Fig. 1: run 1, cell classes on the final placement
Scale bar: 20 um. Fill, decap, tap and diode cells in gray.
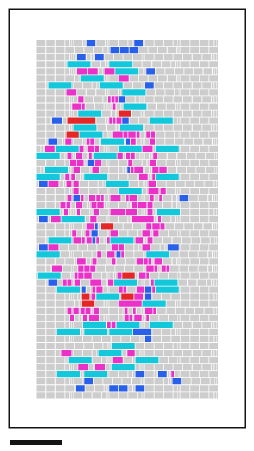
Fig. 2: run 1, cell sizes after repair
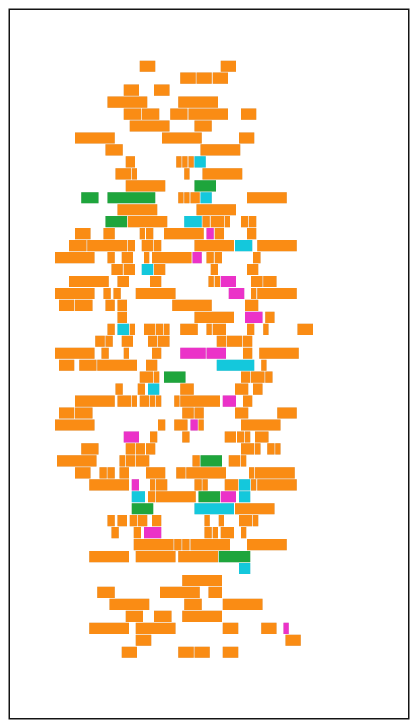
Fig. 3: run 1, M2 wires
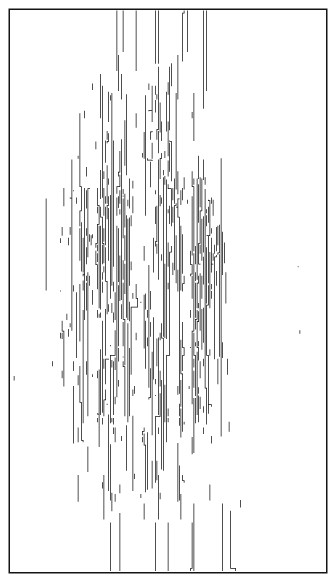
==> config.mk <==
export PLATFORM = sky130hd
export DESIGN_NAME = clip_address_timer
export DESIGN_NICKNAME = d
export VERILOG_FILES = /design/src/rtl/clip_address_timer.sv
export SDC_FILE = /design/constraint.sdc
export NUM_CORES = 1
export LEC_CHECK = 0
export CAP_MARGIN = 5
export CORE_ASPECT_RATIO = 2
export CORE_MARGIN = 10
export CORE_UTILIZATION = 25
export CTS_BUF_LIST = sky130_fd_sc_hd__clkbuf_2 sky130_fd_sc_hd__clkbuf_4 sky130_fd_sc_hd__clkbuf_8
export CTS_CLUSTER_DIAMETER = 60
export DETAILED_ROUTE_END_ITERATION = 12
export GPL_TIMING_DRIVEN = 0
export PLACE_DENSITY = 0.5
export SLEW_MARGIN = 0
export SYNTH_ARGS = -nofsm -noshare
export SYNTH_HDL_FRONTEND = slang
export SYNTH_SLANG_ARGS = --single-unit
export TNS_END_PERCENT = 50
==> constraint.sdc <==
create_clock -name clock -period 2.14 [get_ports clock]
set_input_delay 0.535 -clock clock [delete_from_list [all_inputs] [get_ports clock]]
set_output_delay 0.535 -clock clock [all_outputs]
set_load 0.05 [all_outputs]
==> flow_summary.ini, run 1 <==
; implementation run metrics
[synthesis]
logic_family = simple AND/OR/NAND/NOR gates
synth_compound_gate_area_share_pct = 8.76
synthArstFlopShare_pct = 100
syn_avg_cell_area_sq_um = 10.8
top_cell_area_share_pct = 52.3
largest_area_cell = dfrtp_1
top_cells_by_area = dfrtp_1 (52%), mux2_1 (6.8%), or4_1 (3.3%)
adder_share_pct = 1.01
ys_sh_simple_pct = 24.7

[clock_tree]
post-cts-setup-buffers = 2
cts_root_buf = clkbuf_8
cts_buffers = 5
path_clk_slew_ps = 100
clock_latency_ps = 320
htree_levels = 2
cts_tree = done

[global_route]
grt_max_degree = 28
grt_use_total_pct = 9.41
overflow = 0
grt_pass1_wl_mm = 10.8
antenna_found_initial = 0
grt_pass1_vias = 1970

[sta]
fin_tns_setup_ps = 0
slew_viol_final = 0
hold_viol_final = 0
final-setup-viol-count = 0
clock_skew_ps = 11.9
fin_crit_sh_pct = 96.8

[run]
drv_cap = 0

[power_and_ir_drop]
powerComb_mw = 0.129
switchingPower_mw = 0.462
ir_worst_vdd_mv = 0.382
seq_power_share_pct = 53.9
combPwrFrac_pct = 6.8
clockPowerShare_pct = 39.3
p_clk_mw = 0.743

[critical_path]
regToRegSetupSlack_ps = 140
endpoint_kind = primary output
worstPathCellList = clkdlybuf4s50_1
worstSetupStartpointType = register
cpPeakStageDelay_ps = 820
critical_path_arrival_ps = 1540
worst-setup-path-type = register to primary output

[floorplanning]
initial_core_util_pct = 25.5
taps = 132
die_h_um = 161
die_w_um = 90.5

[routing]
via_per_inst = 4.78
firstDrtPassIters = 4
dr_wl_met3_um = 176
drtAntennaViolNets = 0

[cells_and_area]
layout.nonclk_buf_share_pct = 11.5
flops = 52
sh_seq_area_pct = 41.6
largestClassByArea = sequential cells
n_all_inverters = 5
comb_cells = 166
largest_reg_flops = 15
clkbuf_count = 6
layout-drive-gt1-share_pct = 13.3
final_cell_mix = dfrtp_1 (52), clkdlybuf4s50_1 (23), nand2_1 (19)

[placement]
gp_congestion = 0.817
hpwlAfterDp_mm = 5.02
placed_area_sq_um = 2910
io_buffer_count = 24

[status]
outcome = completed

[worst_hold_path]
worstHoldPathType = register to register
Back to the opening pictures, Fig. 1:
flops: in cyan, cells 52, share of their area 44%. other buffers and delay cells: in blue, cells 40, share of their area 12%. combinational and other logic: in magenta, cells 171, share of their area 40%. clock drivers and dummy loads: in red, cells 8, share of their area 4.1%.
Core Region: 9760 sq um
post-layout util: 32.0%
Final Cell Area: 3120 sq um

Back to the opening pictures, Fig. 2:
_6 and larger: in green, cells 9, most used clkbuf_8. _0 and _1 cells: in orange, cells 235, most used dfrtp_1. _3 and _4 cells: in cyan, cells 13, most used buf_4. _2 cells: in magenta, cells 14.
area grow syn2layout: 25.7%
Worst Slack Setup Final: 68.3 ps
Non-clock buffers: 40

Back to the opening pictures, Fig. 3:
The layer holds 57% of the routed length. The layer carries 3930 um of wire. The longest straight run is 79.6 um. 241 nets have wire on it.
routing usage on met2: 17.8%
final wirelength: 6.84 mm
Vias: 1926

--- run 2 (diff from run 1) ---
--- a/config.mk
+++ b/config.mk
@@ -9,7 +9,7 @@
 export CORE_ASPECT_RATIO = 2
 export CORE_MARGIN = 10
 export CORE_UTILIZATION = 25
-export CTS_BUF_LIST = sky130_fd_sc_hd__clkbuf_2 sky130_fd_sc_hd__clkbuf_4 sky130_fd_sc_hd__clkbuf_8
+export CTS_BUF_LIST = sky130_fd_sc_hd__clkbuf_8
 export CTS_CLUSTER_DIAMETER = 60
 export DETAILED_ROUTE_END_ITERATION = 12
 export GPL_TIMING_DRIVEN = 0
Fig. 4: run 2, cell sizes after repair
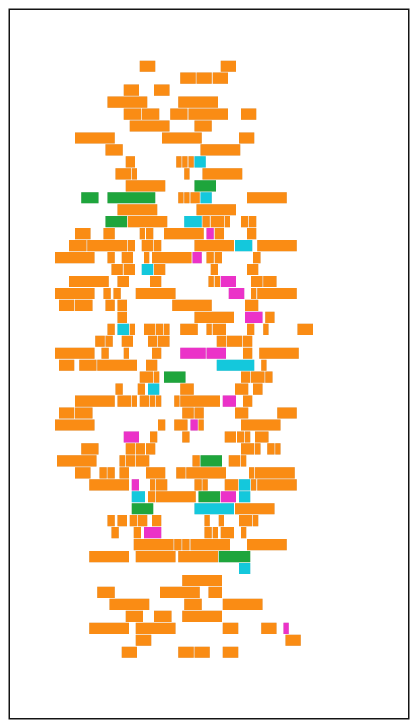
_0 and _1 cells: in orange, cells 235, most used dfrtp_1. _6 and larger: in green, cells 9, most used clkbuf_8. _3 and _4 cells: in cyan, cells 13, most used buf_4. _2 cells: in magenta, cells 14.

Fig. 5: run 2, cell classes on the final placement
Scale bar: 20 um. Fill, decap, tap and diode cells in gray.
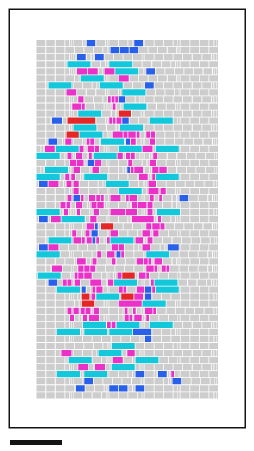
other buffers and delay cells: in blue, cells 40, share of their area 12%. clock drivers and dummy loads: in red, cells 8, share of their area 4.1%. combinational and other logic: in magenta, cells 171, share of their area 40%. flops: in cyan, cells 52, share of their area 44%.
sequential share of cell area: 41.6%
Rows: 51

==> flow_summary.ini, run 2 <==
; implementation run metrics
[routing]
route.vias.total = 1926
dr_wl_met3_um = 176
routed.top_layer = met4
via_per_inst = 4.78
drtAntennaViolNets = 0
finalWirelength_mm = 6.84
firstDrtPassIters = 4

[power_and_ir_drop]
ir_worst_vdd_mv = 0.382
combPwrFrac_pct = 6.8
clockPowerShare_pct = 39.3
seq_power_share_pct = 53.9
p_clk_mw = 0.743
powerComb_mw = 0.129
switchingPower_mw = 0.462

[synthesis]
top_cells_by_area = dfrtp_1 (52%), mux2_1 (6.8%), or4_1 (3.3%)
yosysWarnings = 0
syn_avg_cell_area_sq_um = 10.8
largest_area_cell = dfrtp_1
adder_share_pct = 1.01
synth_top_cell_by_count = dfrtp_1
logic_family = simple AND/OR/NAND/NOR gates
synth_compound_gate_area_share_pct = 8.76
synthArstFlopShare_pct = 100
ys_ff = 52
ys_sh_simple_pct = 24.7
top_cell_area_share_pct = 52.3
ys.flop_type = dfrtp_1

[global_route]
grt_pass1_vias = 1970
overflow = 0
grt_pass1_wl_mm = 10.8
grt_use_total_pct = 9.41
grtUsageMet2_pct = 17.8
grt_max_degree = 28
grt_use_met1_pct = 8.95
antenna_found_initial = 0

[cells_and_area]
layout.nonclk_buf_share_pct = 11.5
final_cell_mix = dfrtp_1 (52), clkdlybuf4s50_1 (23), nand2_1 (19)
largestClassByArea = sequential cells
final-clk-cell-share_pct = 3.88
stdcell_count = 403
n_all_inverters = 5
nNonClkBuffers = 40
final_nets = 277
syn2layout_area_growth_pct = 25.7
largest_reg_flops = 15
flops = 52
clkbuf_count = 6
final_util_pct = 32.0
finalInstanceArea_sq_um = 3120
layout-drive-gt1-share_pct = 13.3

[placement]
gp_congestion = 0.817
post-place-ws_ps = -482
io_buffer_count = 24
placed_area_sq_um = 2910
hpwlAfterDp_mm = 5.02

[sta]
slew_viol_final = 0
final-setup-viol-count = 0
fin_crit_sh_pct = 96.8
setup_slack_ps = 68.3
fmax_mhz = 483
clock_skew_ps = 11.9
fin_tns_setup_ps = 0
slew_headroom_pct = 60.6
hold_viol_final = 0

[clock_tree]
cts_buffers = 5
path_clk_slew_ps = 100
cts_root_buf = clkbuf_8
htree_levels = 2
clock_latency_ps = 320
cts_tree = done
post-cts-setup-buffers = 2

[worst_hold_path]
worstHoldPathType = register to register

[floorplanning]
die_h_um = 161
die_w_um = 90.5
initial_core_util_pct = 25.5
taps = 132
fp.coreArea_sq_um = 9760

[critical_path]
cpPeakStageDelay_ps = 820
worstSetupStartpointType = register
worst-setup-path-type = register to primary output
regToRegSetupSlack_ps = 140
endpoint_kind = primary output
worstPathCellList = clkdlybuf4s50_1
critical_path_arrival_ps = 1540

[status]
outcome = completed

[run]
drv_cap = 0
